$ cat config.mk
export PLATFORM = sky130hd
export DESIGN_NAME = fifo_wr_arbiter
export DESIGN_NICKNAME = d
export VERILOG_FILES = /design/src/rtl/fifo_wr_arbiter.sv
export SDC_FILE = /design/constraint.sdc
export NUM_CORES = 1
export LEC_CHECK = 0
export ABC_AREA = 1
export CORE_MARGIN = 4
export CORE_UTILIZATION = 35
export CTS_CLUSTER_SIZE = 12
export DETAILED_ROUTE_END_ITERATION = 10
export PLACE_DENSITY = 0.8
export SLEW_MARGIN = 20
export SYNTH_ARGS = -nofsm -noshare
export SYNTH_HDL_FRONTEND = slang
export SYNTH_SLANG_ARGS = --single-unit
$ cat constraint.sdc
create_clock -name clk -period 4.4 [get_ports clk]
set_input_delay 0.66 -clock clk [delete_from_list [all_inputs] [get_ports clk]]
set_output_delay 0.66 -clock clk [all_outputs]
set_load 0.02 [all_outputs]
$ cat src/rtl/fifo_wr_arbiter.sv
// fifo_wr_arbiter: round-robin arbiter of NREQ write requesters onto one shared FIFO
// write port. The handshake is zero-latency (ready and write strobe are combinational).
// Optional macro FIFO_ARB_BURST_EN adds burst locking: the winner keeps the port for up
// to BURST_LEN beats.
module fifo_wr_arbiter #(
  parameter int NREQ      = 4,
  parameter int DW        = 8,
  parameter int BURST_LEN = 4
) (
  input  logic                      clk,
  input  logic                      rst,
  input  logic [NREQ-1:0]           req_valid,
  input  logic [NREQ*DW-1:0]        req_data,
  output logic [NREQ-1:0]           req_ready,
  input  logic                      fifo_full,
  output logic                      fifo_wr_en,
  output logic [DW-1:0]             fifo_data,
  output logic [$clog2(NREQ)-1:0]   grant_id,
  output logic                      busy
);
  localparam int IW = $clog2(NREQ);
  localparam int CW = 4;

`ifdef FIFO_ARB_BURST_EN
  // With BURST_LEN of 1 every lock would end on its first beat, so locking is skipped.
  localparam bit LOCK_EN = (BURST_LEN > 1);
`else
  localparam bit LOCK_EN = 1'b0;
`endif

  typedef enum logic {IDLE, LOCK} state_t;

  state_t        state, state_nx;
  logic [IW-1:0] last_id, last_nx;
  logic [IW-1:0] owner, owner_nx;
  logic [CW-1:0] cnt, cnt_nx;

  logic          rr_hit;
  logic [IW-1:0] rr_idx, cand;
  logic          gnt_hit;
  logic [IW-1:0] gnt_idx;
  logic          xfer;

  // Round-robin search: the first valid requester after last_id wins, wrapping modulo NREQ.
  always_comb begin
    rr_hit = 1'b0;
    rr_idx = '0;
    cand   = '0;
    for (int k = 1; k <= NREQ; k++) begin
      cand = IW'((int'(last_id) + k) % NREQ);
      if (!rr_hit && req_valid[cand]) begin
        rr_hit = 1'b1;
        rr_idx = cand;
      end
    end
  end

  // Arbitration state, last winner and burst bookkeeping. Reset abandons any burst.
  always_ff @(posedge clk or posedge rst) begin
    if (rst) begin
      state   <= IDLE;
      last_id <= IW'(NREQ - 1);
      owner   <= '0;
      cnt     <= '0;
    end else begin
      state   <= state_nx;
      last_id <= last_nx;
      owner   <= owner_nx;
      cnt     <= cnt_nx;
    end
  end

  // Grant selection, handshake outputs and next-state logic.
  always_comb begin
    state_nx   = state;
    last_nx    = last_id;
    owner_nx   = owner;
    cnt_nx     = cnt;
    gnt_hit    = rr_hit;
    gnt_idx    = rr_idx;
    req_ready  = '0;
    fifo_wr_en = 1'b0;
    fifo_data  = '0;

    // In LOCK only the owner can be granted, even if others are waiting.
    if (state == LOCK) begin
      gnt_idx = owner;
      gnt_hit = req_valid[owner];
    end

    // A full FIFO or an active reset blocks every transfer.
    xfer = gnt_hit && !fifo_full && !rst;

    if (xfer) begin
      req_ready  = NREQ'(1) << gnt_idx;
      fifo_wr_en = 1'b1;
      fifo_data  = req_data[gnt_idx*DW +: DW];
      last_nx    = gnt_idx;
    end

    if (state == LOCK) begin
      if (!req_valid[owner]) begin
        state_nx = IDLE;
        cnt_nx   = '0;
      end else if (xfer) begin
        cnt_nx = cnt + CW'(1);
        if (cnt + CW'(1) == CW'(BURST_LEN)) begin
          state_nx = IDLE;
          cnt_nx   = '0;
        end
      end
    end else if (xfer && LOCK_EN) begin
      state_nx = LOCK;
      owner_nx = gnt_idx;
      cnt_nx   = CW'(1);
    end
  end

  assign grant_id = last_id;

`ifdef FIFO_ARB_BURST_EN
  assign busy = (state == LOCK);
`else
  assign busy = 1'b0;
`endif

endmodule

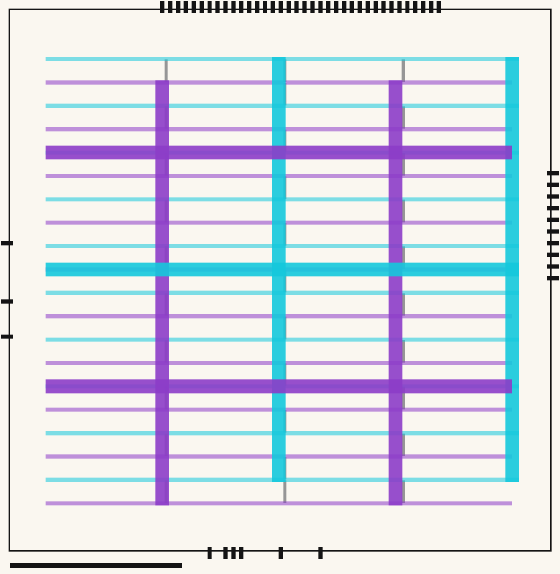
**Above:** run 1 (floorplan with the power grid).
The bar under the picture is 20 µm long. Pins as bars on the die edge. Tap cells in grey.
VDD: marked cyan. VSS: marked purple.
31 tap cells. 3 straps on met5. 4 straps on met4. 55 signal pins sit on the boundary.
placeable core region: 2810 µm²
die y size: 62.8 µm
Max VDD drop: 0.287 mV

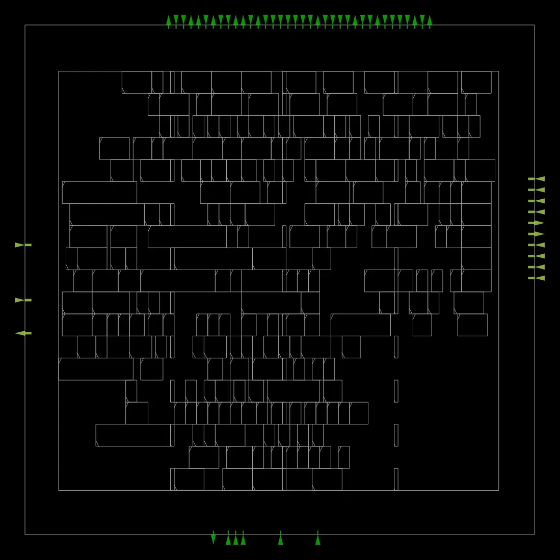
**Above:** run 1 (placement view).
share of the final layout cell area in sequential cells: 11.2%
number of tapcells: 31
Seq cells: 7
number of fillers in the final layout: 281

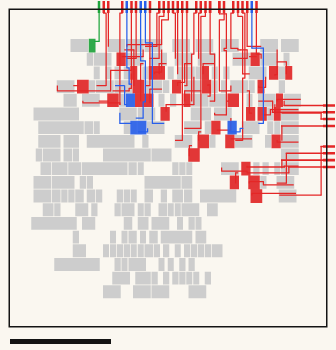
**Above:** run 1 (port wiring).
The bar under the picture is 20 µm long.
req_ready: marked blue, bits 4, direction output, edge north, end cells 4, buffers 4, wire 107 µm. req_data: marked red, bits 32, direction input, edge 24 north, 8 east, end cells 32, buffers 32, wire 685 µm. busy: marked green, bits 1, direction output, edge north, end cells 1, buffers 0, wire 6.90 µm.
ports placed on the boundary: 55
number of input and output port buffers inserted: 53

==> summary.txt, run 1 <==
Main metrics from the flow reports.

The flow ran to the end, and the final reports show no timing, DRC or antenna violations. The layout stage reports a final design area of about 1600 µm². Once detail routing completed, the nets flagged for antenna violations numbered 0. Leaving out buffers and inverters, the combinational logic in the layout accounts for between 700 and 800 µm².

The count of flip-flops with a built-in enable after synthesis is 0. The buffers plus inverters on the worst setup path is 3. In this run the post-CTS setup repair buffer count came out at 0. The average detailed-routed wire length per instance is ~12 µm. The number of endpoints failing setup at the final stage came out at 0. The number of rows created at floorplan is 19.

Synthesis handed over a netlist of 177 instances. The most crowded layer after global routing is met2. Per the layout area report, the register area comes to 178 µm².

The endpoint of the worst hold-timing path is cnt[0]. Cells fill a little under three fifths of the core in the end. The proportion of power drawn by the clock network is around 5.2%. The flop and latch count out of synthesis is 7. The largest total area in the synthesized netlist belongs to sky130_fd_sc_hd__nand2_1.

The detailed router reports a met3 wire length of roughly 110 µm. In this run the critical path is formed by clkdlybuf4s50_1 > inv_1 > nand2_1 > nand3_1 > nand2_2 > nor2_8 > nand3_4 > nand3_1 > nand2_2 > nor2_4 > nand2_1 > nand2_1 > nor2_1 > nor2_1 > clkdlybuf4s50_1. Power attributed to the clock group is between 0.05 and 0.06 mW. The number of nets in the layout is approximately 270. The type recorded for the worst min-delay path is flip-flop to flip-flop. By area the synthesized netlist is led by sky130_fd_sc_hd__nand2_1, sky130_fd_sc_hd__dfrtp_1, sky130_fd_sc_hd__nand3_1. The flip-flop count of the largest register, all copies and words added came out at 4.

The total power draw came out at 1.15 mW. The worst flop-to-flop path startpoint is grant_id[0]. The area fraction in and, or, nand and nor cells after synthesis is 60.0%.

The floorplan core density is a little under two fifths. Power attributed to sequential cells is about 0.11 mW. The required time of the critical path is about 3.7 ns. The critical path launch point type is a primary input. In this run switching power makes up between 50% and 60% of total power. The leakage dissipation came out at between 0.7 and 0.8 nW.

The largest net degree at the start of global routing came out at 20. The TritonCTS sink count came out at 7. After synthesis, the largest family of logic cells by area is simple AND/OR/NAND/NOR gates. The weighted congestion at the end of routability-driven global placement came out at a little under 0.9. A synthesized cell averages 5.94 µm². Looking at the setup timing report, the critical path kind is primary input to output port. The combinational group power is about 0.98 mW.

Summed over all routing layers, the global router reports a total usage of between 10% and 20%. For this run the aggregate overflow at the end of global routing stands at 0. The slew check shows that the tightest pin keeps a relative margin of about three fifths. In this run the biggest area consumer among cell types represents about 22% of the synthesized area. The via count of the routed design is 1275. The total standard cell area after synthesis is approximately 1100 µm². The number of cells on the worst hold path is listed as 1. For reference, the critical path is captured by fifo_data[1]. The highest attainable clock frequency is 0.259 GHz. The total number of multi-input combinational cells is 145. The first global-routing pass estimated roughly 5.2 mm of wire. The number of hold buffers added after CTS was 0. The number of search-and-repair iterations in the first detailed-routing pass came out at 4. The count of non-filler cells in the finished layout is ~260.

The fraction of synthesis flops using an asynchronous set or reset pin is 100%. For the worst reg-to-reg path, the endpoint reported by OpenROAD is state. Looking at the group totals, the largest power group turns out to be combinational logic.

The most critical hold endpoint after final layout shows a slack of about 0.54 ns. In this run the layout overhead on the synthesized area is reported as 51.0%. The fraction of final layout cells with drive strength greater than 1 is 9.69%. The internal power of the cells totals about 0.47 mW. The maximum fanout along the worst path came out at 14. The launch point of the critical path was reported as req_valid[0]. The overall routed net length came out at approximately 3.1 mm. The Yosys chip area came out at ~1100 µm². The share of final layout cell area taken by non-clock buffers came out at around a third.

met2 track demand over resource after global routing is around 28%. The slew at the pin closest to its max-slew limit came out at slightly below 0.6 ns. The diode insertion count for antenna repair came out at 0.

The length of routed met2 wiring came out at ~1.6 mm. The largest incremental delay on the critical path came out at between 0.6 and 0.7 ns. The clock network area share is 1.65%. The count of maximum capacitance violations is 0. In the synthesized netlist, the cells that appear most often are sky130_fd_sc_hd__nand2_1, sky130_fd_sc_hd__nand3_1, sky130_fd_sc_hd__nor2_1. The OpenROAD warning count came out at 27. The number of gates resized after CTS was 0. Setup repair after global routing left no endpoint under its margin.

The most common cell in the synthesized netlist is sky130_fd_sc_hd__nand2_1. The die area came out at around 3900 µm². The uppermost signal routing layer after detailed routing is met4.

The post-synthesis share of cell area spent on and-or and or-and gates came out at 5.23%. The worst path meets setup with around 0.54 ns of slack. The number of distinct library cells after synthesis is 31. The net switching power is 0.679 mW. The cell-mix breakdown from Yosys lists the XOR/XNOR area share as 1.66%.
--- run 2 (diff from run 1) ---
--- a/config.mk
+++ b/config.mk
@@ -6,6 +6,7 @@
 export NUM_CORES = 1
 export LEC_CHECK = 0
 export ABC_AREA = 1
+export ABC_CLOCK_PERIOD_IN_PS = 4400
 export CORE_MARGIN = 4
 export CORE_UTILIZATION = 35
 export CTS_CLUSTER_SIZE = 12
==> constraint.sdc (replaced) <==
create_clock -name clk -period 4.4 [get_ports clk]
set_input_delay 0.44 -clock clk [delete_from_list [all_inputs] [get_ports clk]]
set_output_delay 0.44 -clock clk [all_outputs]
set_load 0.02 [all_outputs]
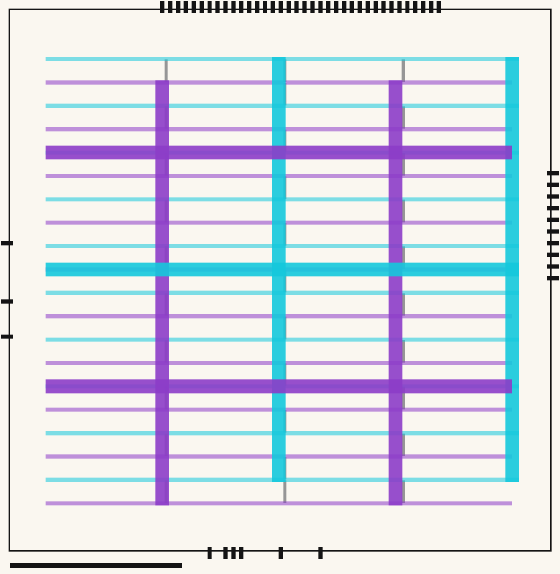
**Above:** run 2 (floorplan with the power grid).
The bar under the picture is 20 µm long. Pins as bars on the die edge. Tap cells in grey.
VSS: marked purple. VDD: marked cyan.
31 tap cells. 55 signal pins sit on the boundary.
floorplan die width: 62.8 µm
Max VDD drop: 0.312 mV

==> run 2 against run 1 <==
Against the previous run: clock skew decreased by 0.0023 ns; sequential power about the same; non-clock buffer count unchanged; wire length increased by 1.8%; sequential share of layout area unchanged; critical endpoint is now fifo_data[3].
==> summary.txt, run 2 <==
Main metrics from the flow reports.

The post-cts resize count is 0. Looking at the global route congestion table, the highest-usage layer is met2. The fraction of synthesis flops using an asynchronous set or reset pin came out at 100%. The number of cells on the worst reg-to-reg path is 12.

The synthesis report lists the most area-consuming cells as sky130_fd_sc_hd__nand2_1, sky130_fd_sc_hd__dfrtp_1, sky130_fd_sc_hd__nand3_1. The finished design was reported to have a net count of ~270. The dominant cell type by count on the critical path is sky130_fd_sc_hd__nand2_1. The switching portion of total power is between 50% and 60%. The first-pass GRT wire length came out at about 5.3 mm.

Summed over all cells, the static leakage comes to slightly below 0.8 nW. The count of cells in the finished layout, fillers not included, comes to between 200 and 300. For this sky-water flow run, the detailed-routed wirelength per cell is reported as about 12 µm. The critical setup path kind is flip-flop to output port. The synthesized instance count came out at 177. The share of the synthesized netlist area taken by xor and xnor gates came out at under 10%. The overall global routing resource usage came out at between 10% and 20%. The count of maximum capacitance violations is 0. The number of endpoints failing setup at the final stage is 0. The share of final layout cell area taken by non-clock buffers came out at 33.4%. Per STA, the endpoint of the critical path is fifo_data[3]. Synthesis produced a netlist with a net count of between 200 and 250. The number of buffers inserted by post-CTS setup repair came out at 0.

The worst flop-to-flop path startpoint is grant_id[0]. The number of top-level pins came out at approximately 55. In this run the tools logged warnings totalling 27. The number of sequential cells in the layout is 7. The met3 routed wirelength came out at 107 µm. The combinational group power came out at roughly 0.98 mW. The flow reports an fmax of slightly below 0.3 GHz. The count of flip-flops with a built-in enable after synthesis is 0. Cells with a size suffix above 1 make up 9.69% of the layout. The flow reports power dissipated in sequential cells as approximately 0.11 mW. The core footprint is 2810 µm². Averaged over all synthesized cells, the footprint is 5.94 µm².

The total number of cells along the worst setup path is 15. TritonCTS reports the number of clock sinks as 7. Among all cell classes, the greatest summed area belongs to multi-input combinational cells. The maximum fanout along the worst path is 14. The overall routed net length is around 3.2 mm. The final worst hold slack is 0.466 ns. For reference, simple AND, OR, NAND and NOR cells occupy between 60% and 70% of the area reported after synthesis. In this run the worst hold path is classified as primary input to asynchronous set/reset pin. Per the post-run analysis, buffers plus inverters along the critical path come to 2.

Yosys reports that the most numerous cell types are sky130_fd_sc_hd__nand2_1, sky130_fd_sc_hd__nand3_1, sky130_fd_sc_hd__nor2_1. For met2 alone, demand over resource in global routing was approximately 28%. The count of buffers inserted at the top-level ports is 53. Cell internal power was estimated by the tool at about 0.47 mW. The largest incremental delay on the critical path is slightly below 0.7 ns. For this configuration, the core starts out at a cell density of 37.5%. Per the cell usage report, the commonest logic cell in the layout is sky130_fd_sc_hd__nand2_1.

The overall die size recorded for this design is between 3000 and 4000 µm². The post-synthesis share of cell area spent on and-or and or-and gates came out at 5.23%. The flow inserted 31 tap cells. The main power-consuming group is combinational logic. The cell taking the most area after synthesis is sky130_fd_sc_hd__nand2_1.

The critical path launch point type is a flip-flop. The flip-flop count of the largest register, all copies and words added came out at 4. The number of fill cells in the layout is approximately 280. The number of rows created at floorplan came out at 19. The fraction of area in registers is 11.2%.

The smallest setup slack after layout is about 0.93 ns. The H-tree depth came out at 1. The number of search-and-repair iterations in the first detailed-routing pass came out at 4. After Yosys synthesis, full adders, half adders and majority gates account for under 10% of the synthesized area. For reference, the top logic cell family by area is simple AND/OR/NAND/NOR gates. The post-cts hold buffer count came out at 0. Per the detail_route log, the uppermost layer with routed signals is met4. Per the GRT congestion report, total overflow comes to 0. The area used by sequential logic in the layout came out at around 180 µm². The number of non-clock buffers in the layout is roughly 53. Counting distinct cell types in the post-synthesis netlist gives 31. The post-route antenna net violation count came out at 0. The fraction of the core area covered by cells at the end of the flow is between 50% and 60%. The flop and latch count out of synthesis is 7.

The share of the synthesized area in the top cell type came out at around 22%. The headroom to the max-slew limit is a little under 60%. The final non-filler cell area is roughly 1600 µm².

The proportion of power drawn by the clock network came out at between 5 and 6%. Setup repair after global routing left no endpoint under its margin. The clock-net power is ~0.061 mW. The weighted congestion at the end of routability-driven global placement came out at approximately 0.87. Sorting the synthesis cell report by count puts at the top sky130_fd_sc_hd__nand2_1. The report lists the cells along the critical path as inv_6 > nand2_1 > nand2_1 > nand2_2 > nand2_2 > nor2_8 > nand3_4 > nand3_1 > nand2_2 > nor2_4 > nand2_1 > nand2_1 > nor2_1 > nor2_1 > clkdlybuf4s50_1.

Entering global routing, the biggest net connects 20 pins. The flow ran to the end, and the final reports show no timing, DRC or antenna violations. The area growth from synthesis to layout is 51.0%.
No activity file was given, so power comes from the tool's default toggle rates.
